Figure 1. PDN straps and rails (run 1).
Scale: 2 px per um. Pins as bars on the die edge. Tap cells in grey.
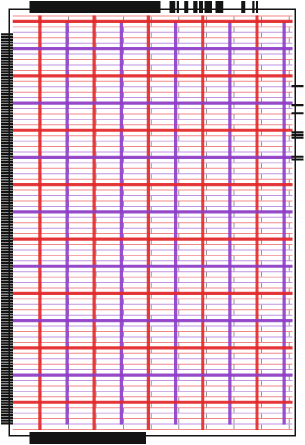
Figure 2. Placed cells, one colour a class (run 1).
Scale: 2 px per um. Fill, decap, tap and diode cells in grey.
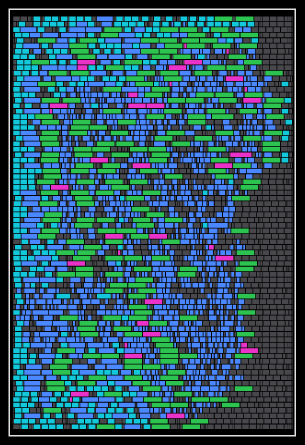
Figure 3. Routing congestion (run 1).
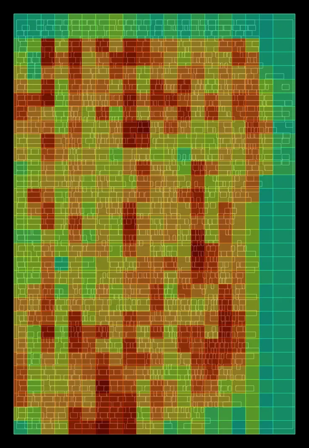
Figure 4. Clock wires, drivers and flops (run 1).
Scale: 2 px per um.
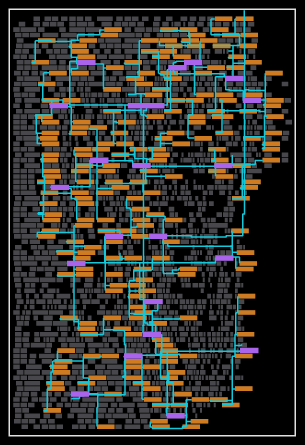
<file path="src/rtl/div_arb_pkg.sv">
// Shared types and helpers for the divider arbiter.
package div_arb_pkg;

  localparam int unsigned DefDataWidth = 32;
  localparam int unsigned DefBinPos    = 16;
  localparam int unsigned DefNumReq    = 4;
  localparam int unsigned MaxDataWidth = 64;
  localparam int unsigned MaxNumReq    = 16;
  localparam int unsigned MaxFlatWidth = MaxDataWidth * MaxNumReq;

  typedef enum logic [1:0] {StIdle, StStart, StWaitDone, StResp} arb_state_e;

  // Returns slice idx of a flat bus; the caller truncates to the real width.
  function automatic logic [MaxDataWidth-1:0] op_slice(input logic [MaxFlatWidth-1:0] flat,
                                                       input int unsigned idx,
                                                       input int unsigned width);
    logic [MaxFlatWidth-1:0] sh;
    sh = flat >> (idx * width);
    return sh[MaxDataWidth-1:0];
  endfunction

endpackage

</file>
<file path="src/rtl/div.sv">
// Sequential signed fixed-point divider: loads operands on the first cycle out of reset,
// then produces one quotient bit per cycle and holds complete until reset again.
module div #(
  parameter int unsigned DATA_WIDTH = 32,
  parameter int unsigned BIN_POS    = 16
) (
  input  logic                  clk,
  input  logic                  rst,
  input  logic [DATA_WIDTH-1:0] num,
  input  logic [DATA_WIDTH-1:0] denom,
  output logic                  ready,
  output logic                  complete,
  output logic [DATA_WIDTH-1:0] quot,
  output logic                  div_zero
);

  localparam int unsigned QW   = DATA_WIDTH + BIN_POS;
  localparam int unsigned CntW = $clog2(QW + 1);

  logic                  ready_q, run_q, done_q, neg_q, zero_q;
  logic [DATA_WIDTH-1:0] rem_q, dsr_q, rem_d, num_mag, den_mag;
  logic [QW-1:0]         dvd_q, dvd_d;
  logic [CntW-1:0]       cnt_q;
  logic [DATA_WIDTH:0]   rem_sh;

  assign num_mag = num[DATA_WIDTH-1] ? (~num + 1'b1) : num;
  assign den_mag = denom[DATA_WIDTH-1] ? (~denom + 1'b1) : denom;

  // Restoring step: dvd_q doubles as the quotient shift register.
  always_comb begin
    rem_sh = {rem_q, dvd_q[QW-1]};
    dvd_d  = {dvd_q[QW-2:0], 1'b0};
    rem_d  = rem_sh[DATA_WIDTH-1:0];
    if (rem_sh >= {1'b0, dsr_q}) begin
      rem_d    = DATA_WIDTH'(rem_sh - {1'b0, dsr_q});
      dvd_d[0] = 1'b1;
    end
  end

  always_ff @(posedge clk or posedge rst) begin
    if (rst) begin
      ready_q <= 1'b1;
      run_q   <= 1'b0;
      done_q  <= 1'b0;
      neg_q   <= 1'b0;
      zero_q  <= 1'b0;
      rem_q   <= '0;
      dsr_q   <= '0;
      dvd_q   <= '0;
      cnt_q   <= '0;
    end else if (ready_q) begin
      ready_q <= 1'b0;
      run_q   <= 1'b1;
      neg_q   <= num[DATA_WIDTH-1] ^ denom[DATA_WIDTH-1];
      zero_q  <= (denom == '0);
      rem_q   <= '0;
      dsr_q   <= den_mag;
      dvd_q   <= {num_mag, {BIN_POS{1'b0}}};
      cnt_q   <= CntW'(QW);
    end else if (run_q) begin
      rem_q <= rem_d;
      dvd_q <= dvd_d;
      cnt_q <= cnt_q - 1'b1;
      if (cnt_q == CntW'(1)) begin
        run_q  <= 1'b0;
        done_q <= 1'b1;
      end
    end
  end

  assign ready    = ready_q;
  assign complete = done_q;
  assign div_zero = zero_q;
  assign quot     = zero_q ? '0 :
                    neg_q  ? (~dvd_q[DATA_WIDTH-1:0] + 1'b1) : dvd_q[DATA_WIDTH-1:0];

endmodule

</file>
<file path="src/rtl/rr_arbiter.sv">
// Combinational round-robin selector: first set request at or after ptr wins.
module rr_arbiter #(
  parameter int unsigned NUM_REQ = 4,
  parameter int unsigned IDX_W   = $clog2(NUM_REQ)
) (
  input  logic [NUM_REQ-1:0] req,
  input  logic [IDX_W-1:0]   ptr,
  output logic [NUM_REQ-1:0] gnt,
  output logic [IDX_W-1:0]   idx
);

  always_comb begin
    int unsigned j;
    logic        found;
    j     = 0;
    found = 1'b0;
    gnt   = '0;
    idx   = '0;
    for (int unsigned i = 0; i < NUM_REQ; i++) begin
      j = (32'(ptr) + i) % NUM_REQ;
      if (!found && req[j]) begin
        found  = 1'b1;
        gnt[j] = 1'b1;
        idx    = IDX_W'(j);
      end
    end
  end

endmodule

</file>
<file path="src/rtl/div_arbiter.sv">
// Shares one div instance between NUM_REQ requesters with round-robin grants.
// Optional DIV_ARB_ZERO_BYPASS_EN answers zero-denominator requests without the divider.
module div_arbiter
  import div_arb_pkg::*;
#(
  parameter int unsigned DATA_WIDTH = DefDataWidth,
  parameter int unsigned BIN_POS    = DefBinPos,
  parameter int unsigned NUM_REQ    = DefNumReq
) (
  input  logic                          clk,
  input  logic                          rst,
  input  logic [NUM_REQ-1:0]            req_valid,
  output logic [NUM_REQ-1:0]            req_ready,
  input  logic [NUM_REQ*DATA_WIDTH-1:0] req_num,
  input  logic [NUM_REQ*DATA_WIDTH-1:0] req_denom,
  output logic [NUM_REQ-1:0]            resp_valid,
  input  logic [NUM_REQ-1:0]            resp_ready,
  output logic [DATA_WIDTH-1:0]         resp_quot,
  output logic                          resp_div_zero,
  output logic                          busy
);

  localparam int unsigned IdxW = $clog2(NUM_REQ);

  arb_state_e            state_q, state_d;
  logic [IdxW-1:0]       ptr_q, ptr_d, gidx_q, gidx_d, win_idx;
  logic [NUM_REQ-1:0]    win_gnt;
  logic [DATA_WIDTH-1:0] num_q, num_d, denom_q, denom_d, quot_q, quot_d, win_num, win_denom;
  logic                  dz_q, dz_d;
  logic                  div_rst, div_ready, div_complete, div_dz;
  logic [DATA_WIDTH-1:0] div_quot;
  logic [MaxFlatWidth-1:0] num_flat, denom_flat;

  rr_arbiter #(
    .NUM_REQ (NUM_REQ),
    .IDX_W   (IdxW)
  ) u_rr (
    .req (req_valid),
    .ptr (ptr_q),
    .gnt (win_gnt),
    .idx (win_idx)
  );

  assign num_flat   = MaxFlatWidth'(req_num);
  assign denom_flat = MaxFlatWidth'(req_denom);
  assign win_num    = DATA_WIDTH'(op_slice(num_flat, 32'(win_idx), DATA_WIDTH));
  assign win_denom  = DATA_WIDTH'(op_slice(denom_flat, 32'(win_idx), DATA_WIDTH));

  always_comb begin
    state_d    = state_q;
    ptr_d      = ptr_q;
    gidx_d     = gidx_q;
    num_d      = num_q;
    denom_d    = denom_q;
    quot_d     = quot_q;
    dz_d       = dz_q;
    req_ready  = '0;
    resp_valid = '0;
    unique case (state_q)
      StIdle: begin
        // Gate with rst so the combinational grant is also quiet during reset.
        if (!rst && (|req_valid)) begin
          req_ready = win_gnt;
          gidx_d    = win_idx;
          num_d     = win_num;
          denom_d   = win_denom;
          state_d   = StStart;
`ifdef DIV_ARB_ZERO_BYPASS_EN
          if (win_denom == '0) begin
            quot_d  = '0;
            dz_d    = 1'b1;
            state_d = StResp;
          end
`endif
        end
      end
      StStart: begin
        if (div_ready) state_d = StWaitDone;
      end
      StWaitDone: begin
        if (div_complete) begin
          quot_d  = div_quot;
          dz_d    = div_dz;
          state_d = StResp;
        end
      end
      StResp: begin
        resp_valid[gidx_q] = 1'b1;
        if (resp_ready[gidx_q]) begin
          ptr_d   = IdxW'((32'(gidx_q) + 1) % NUM_REQ);
          state_d = StIdle;
        end
      end
      default: state_d = StIdle;
    endcase
  end

  always_ff @(posedge clk or posedge rst) begin
    if (rst) begin
      state_q <= StIdle;
      ptr_q   <= '0;
      gidx_q  <= '0;
      num_q   <= '0;
      denom_q <= '0;
      quot_q  <= '0;
      dz_q    <= 1'b0;
    end else begin
      state_q <= state_d;
      ptr_q   <= ptr_d;
      gidx_q  <= gidx_d;
      num_q   <= num_d;
      denom_q <= denom_d;
      quot_q  <= quot_d;
      dz_q    <= dz_d;
    end
  end

  assign div_rst       = rst | (state_q == StStart);
  assign busy          = (state_q != StIdle);
  assign resp_quot     = quot_q;
  assign resp_div_zero = dz_q;

  div #(
    .DATA_WIDTH (DATA_WIDTH),
    .BIN_POS    (BIN_POS)
  ) u_div (
    .clk      (clk),
    .rst      (div_rst),
    .num      (num_q),
    .denom    (denom_q),
    .ready    (div_ready),
    .complete (div_complete),
    .quot     (div_quot),
    .div_zero (div_dz)
  );

endmodule
</file>
<file path="config.mk">
export PLATFORM = sky130hd
export DESIGN_NAME = div_arbiter
export DESIGN_NICKNAME = d
export VERILOG_FILES = /design/src/rtl/div_arb_pkg.sv /design/src/rtl/div.sv /design/src/rtl/rr_arbiter.sv /design/src/rtl/div_arbiter.sv
export SDC_FILE = /design/constraint.sdc
export NUM_CORES = 1
export LEC_CHECK = 0
export CORE_ASPECT_RATIO = 1.5
export CORE_UTILIZATION = 53
export DETAILED_ROUTE_END_ITERATION = 8
export PLACE_DENSITY = 0.83
export SLEW_MARGIN = 5
export SYNTH_ARGS = -nofsm -noshare
export SYNTH_HDL_FRONTEND = slang
export SYNTH_HIERARCHICAL = 1
export SYNTH_SLANG_ARGS = --single-unit
</file>
<file path="constraint.sdc">
create_clock -name clk -period 5.7 [get_ports clk]
set_input_delay 1.14 -clock clk [delete_from_list [all_inputs] [get_ports clk]]
set_output_delay 1.14 -clock clk [all_outputs]
set_load 0.05 [all_outputs]
</file>
==> reports/results.tsv, run 1 <==
stage	metric	value	unit
route	via count	13000	
worst_setup_path	Worst R2R End	num_q[16]	
final_layout	Total Nets Final	2078	
worst_setup_path	most used cell, CP	clkdlybuf4s50_1	
cts	clk root buf	clkbuf_16	
timing	setup_tns	0	ns
timing	worst slew pin tran	1.10	ns
power	combinational power share	59.2	%
worst_setup_path	cells along the critical path	clkdlybuf4s50_1, mux4_2, nand2b_4, nor3_4, a22oi_1, o21ai_1, and2_1, clkdlybuf4s50_1	
floorplan	row count	76	
final_layout	Largest register FFs	48	
synthesis	synth cell count leaders	dfrtp_1 (225), nor2_1 (148), o21ai_0 (89)	
global_routing	busiest grt layer	met2	
worst_hold_path	Hold Crit Depth	1	
global_routing	first-pass GRT wire length	67200	um
synthesis	aoi share	14.3	%
placement	RD Place Congestion	0.909	
final_layout	fraction of layout cells with a size suffix above 1	13.9	%
worst_setup_path	CP Capture Type	primary output	
route	drc violations	0	
timing	Clock Skews	0.0112	ns
route	Max Used Layer	met4	
route	routed length on met2	22300	um
final_layout	largest cell class by area	multi-input combinational cells	
timing	unrepaired setup endpoints after global routing	false	
outcome	status	finished, final reports clean	
placement	dpl ws	0.708	ns
synthesis	yosys warns	6	
-- Figure 1 (at the start) --
VDD: shown in purple. VSS: shown in red.
15 straps on met5. 10 straps on met4. The core has 76 rows. 308 signal pins sit on the boundary.

-- Figure 2 (at the start) --
remaining buffers and delay cells: shown in cyan, cells 319, share of their area 17%. clock drivers and dummy loads: shown in magenta, cells 36, share of their area 3.5%. sequential cells: shown in green, cells 226, share of their area 30%. combinational and other logic: shown in blue, cells 1192, share of their area 50%.

-- Figure 3 (at the start) --
WL per Instance: 19.2 um
met2 GRT Util: 50.9%
gr usage total: 28.1%

-- Figure 4 (at the start) --
flip-flops: shown in orange, count 226. clock wires: shown in cyan, length 2830 um. clock drivers: shown in purple, count 22.
Position of the flops: all over the die.

==> run 2, diff against run 1 <==
Settings changed: PLACE_DENSITY 0.83 to 0.82.
Figure 5. Placed cells, one colour a class (run 2).
Scale: 2 px per um. Fill, decap, tap and diode cells in grey.
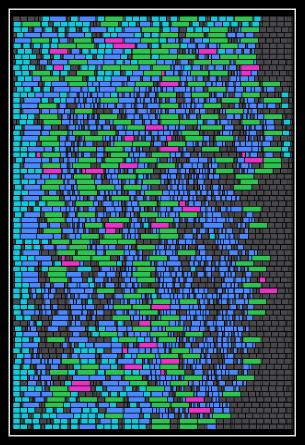
sequential cells: shown in green, cells 226, share of their area 30%. clock drivers and dummy loads: shown in magenta, cells 40, share of their area 4.0%. combinational and other logic: shown in blue, cells 1192, share of their area 50%. remaining buffers and delay cells: shown in cyan, cells 324, share of their area 17%.

==> run 2 against run 1 <==
Against the previous run: final area grew 0.62%; die area is the same; via count shrank 0.37%; global-route usage grew 0.21 points; final cell count grew 0.32%; flip-flop count is the same; fmax shrank 2.2%; clock skew grew 0.0069 ns; clock power grew about 10%; largest cell class unchanged.
==> reports/results.tsv, run 2 <==
stage	metric	value	unit	change
power	combinational power share	58.8	%	-0.4 points
placement	RD Place Congestion	0.963		+5.9%
timing	unrepaired setup endpoints after global routing	false		
timing	fmax	196	MHz	
final_layout	largest cell class by area	multi-input combinational cells		
global_routing	met2 GRT Util	53.6	%	+2.7 points
route	Final ANT Viol Nets	0		
cts	TritonCTS clock tree	built		
floorplan	row count	76		unchanged
global_routing	gr usage total	28.3	%	+0.21 points
timing	Slew Limit Fails	0		
final_layout	Largest register FFs	48		unchanged
outcome	status	finished, final reports clean		
global_routing	busiest grt layer	met2		
worst_setup_path	most used cell, CP	clkdlybuf4s50_1		
placement	dpl ws	0.639	ns	-0.0693 ns
route	WL per Instance	19.5	um	+1.1%
synthesis	aoi share	14.3	%	unchanged
timing	Clock Skews	0.0181	ns	+0.00686 ns
synthesis	synth cell count leaders	dfrtp_1 (225), nor2_1 (148), o21ai_0 (89)		
timing	setup_tns	0	ns	unchanged
floorplan	CORE AREA	0.0289	mm^2	
final_layout	number of fill cells in the layout	2230		
final_layout	fraction of layout cells with a size suffix above 1	14.7	%	+0.77 points
route	drc violations	0		unchanged
worst_hold_path	Hold Crit Depth	1		unchanged
route	via count	12900		-0.37%
worst_setup_path	CP Capture Type	primary output		
route	Max Used Layer	met4		
synthesis	yosys warns	6		unchanged
route	routed length on met2	23300	um	+4.5%
timing	worst slew pin tran	1.13	ns	+0.0288 ns
worst_setup_path	family with the most delay on the worst path	buffers and inverters		
worst_setup_path	cells along the critical path	clkdlybuf4s50_1, mux4_2, nor3_4, a22oi_1, o21ai_1, and2_1, clkdlybuf4s50_1		
timing	Min Hold Slack	0.504	ns	
route	vias per cell	5.95		
Figure 6. Clock wires, drivers and flops (run 2).
Scale: 2 px per um.
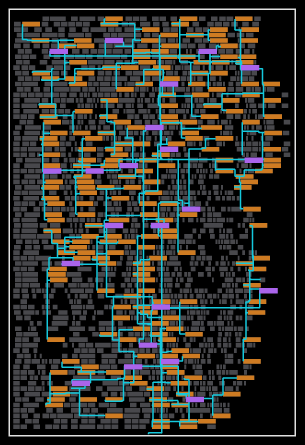
clock drivers: shown in purple, count 22. flip-flops: shown in orange, count 226. clock wires: shown in cyan, length 2900 um.
Position of the flops: all over the die. There are 23 routed clock nets.

Power and IR drop assume default switching activity.
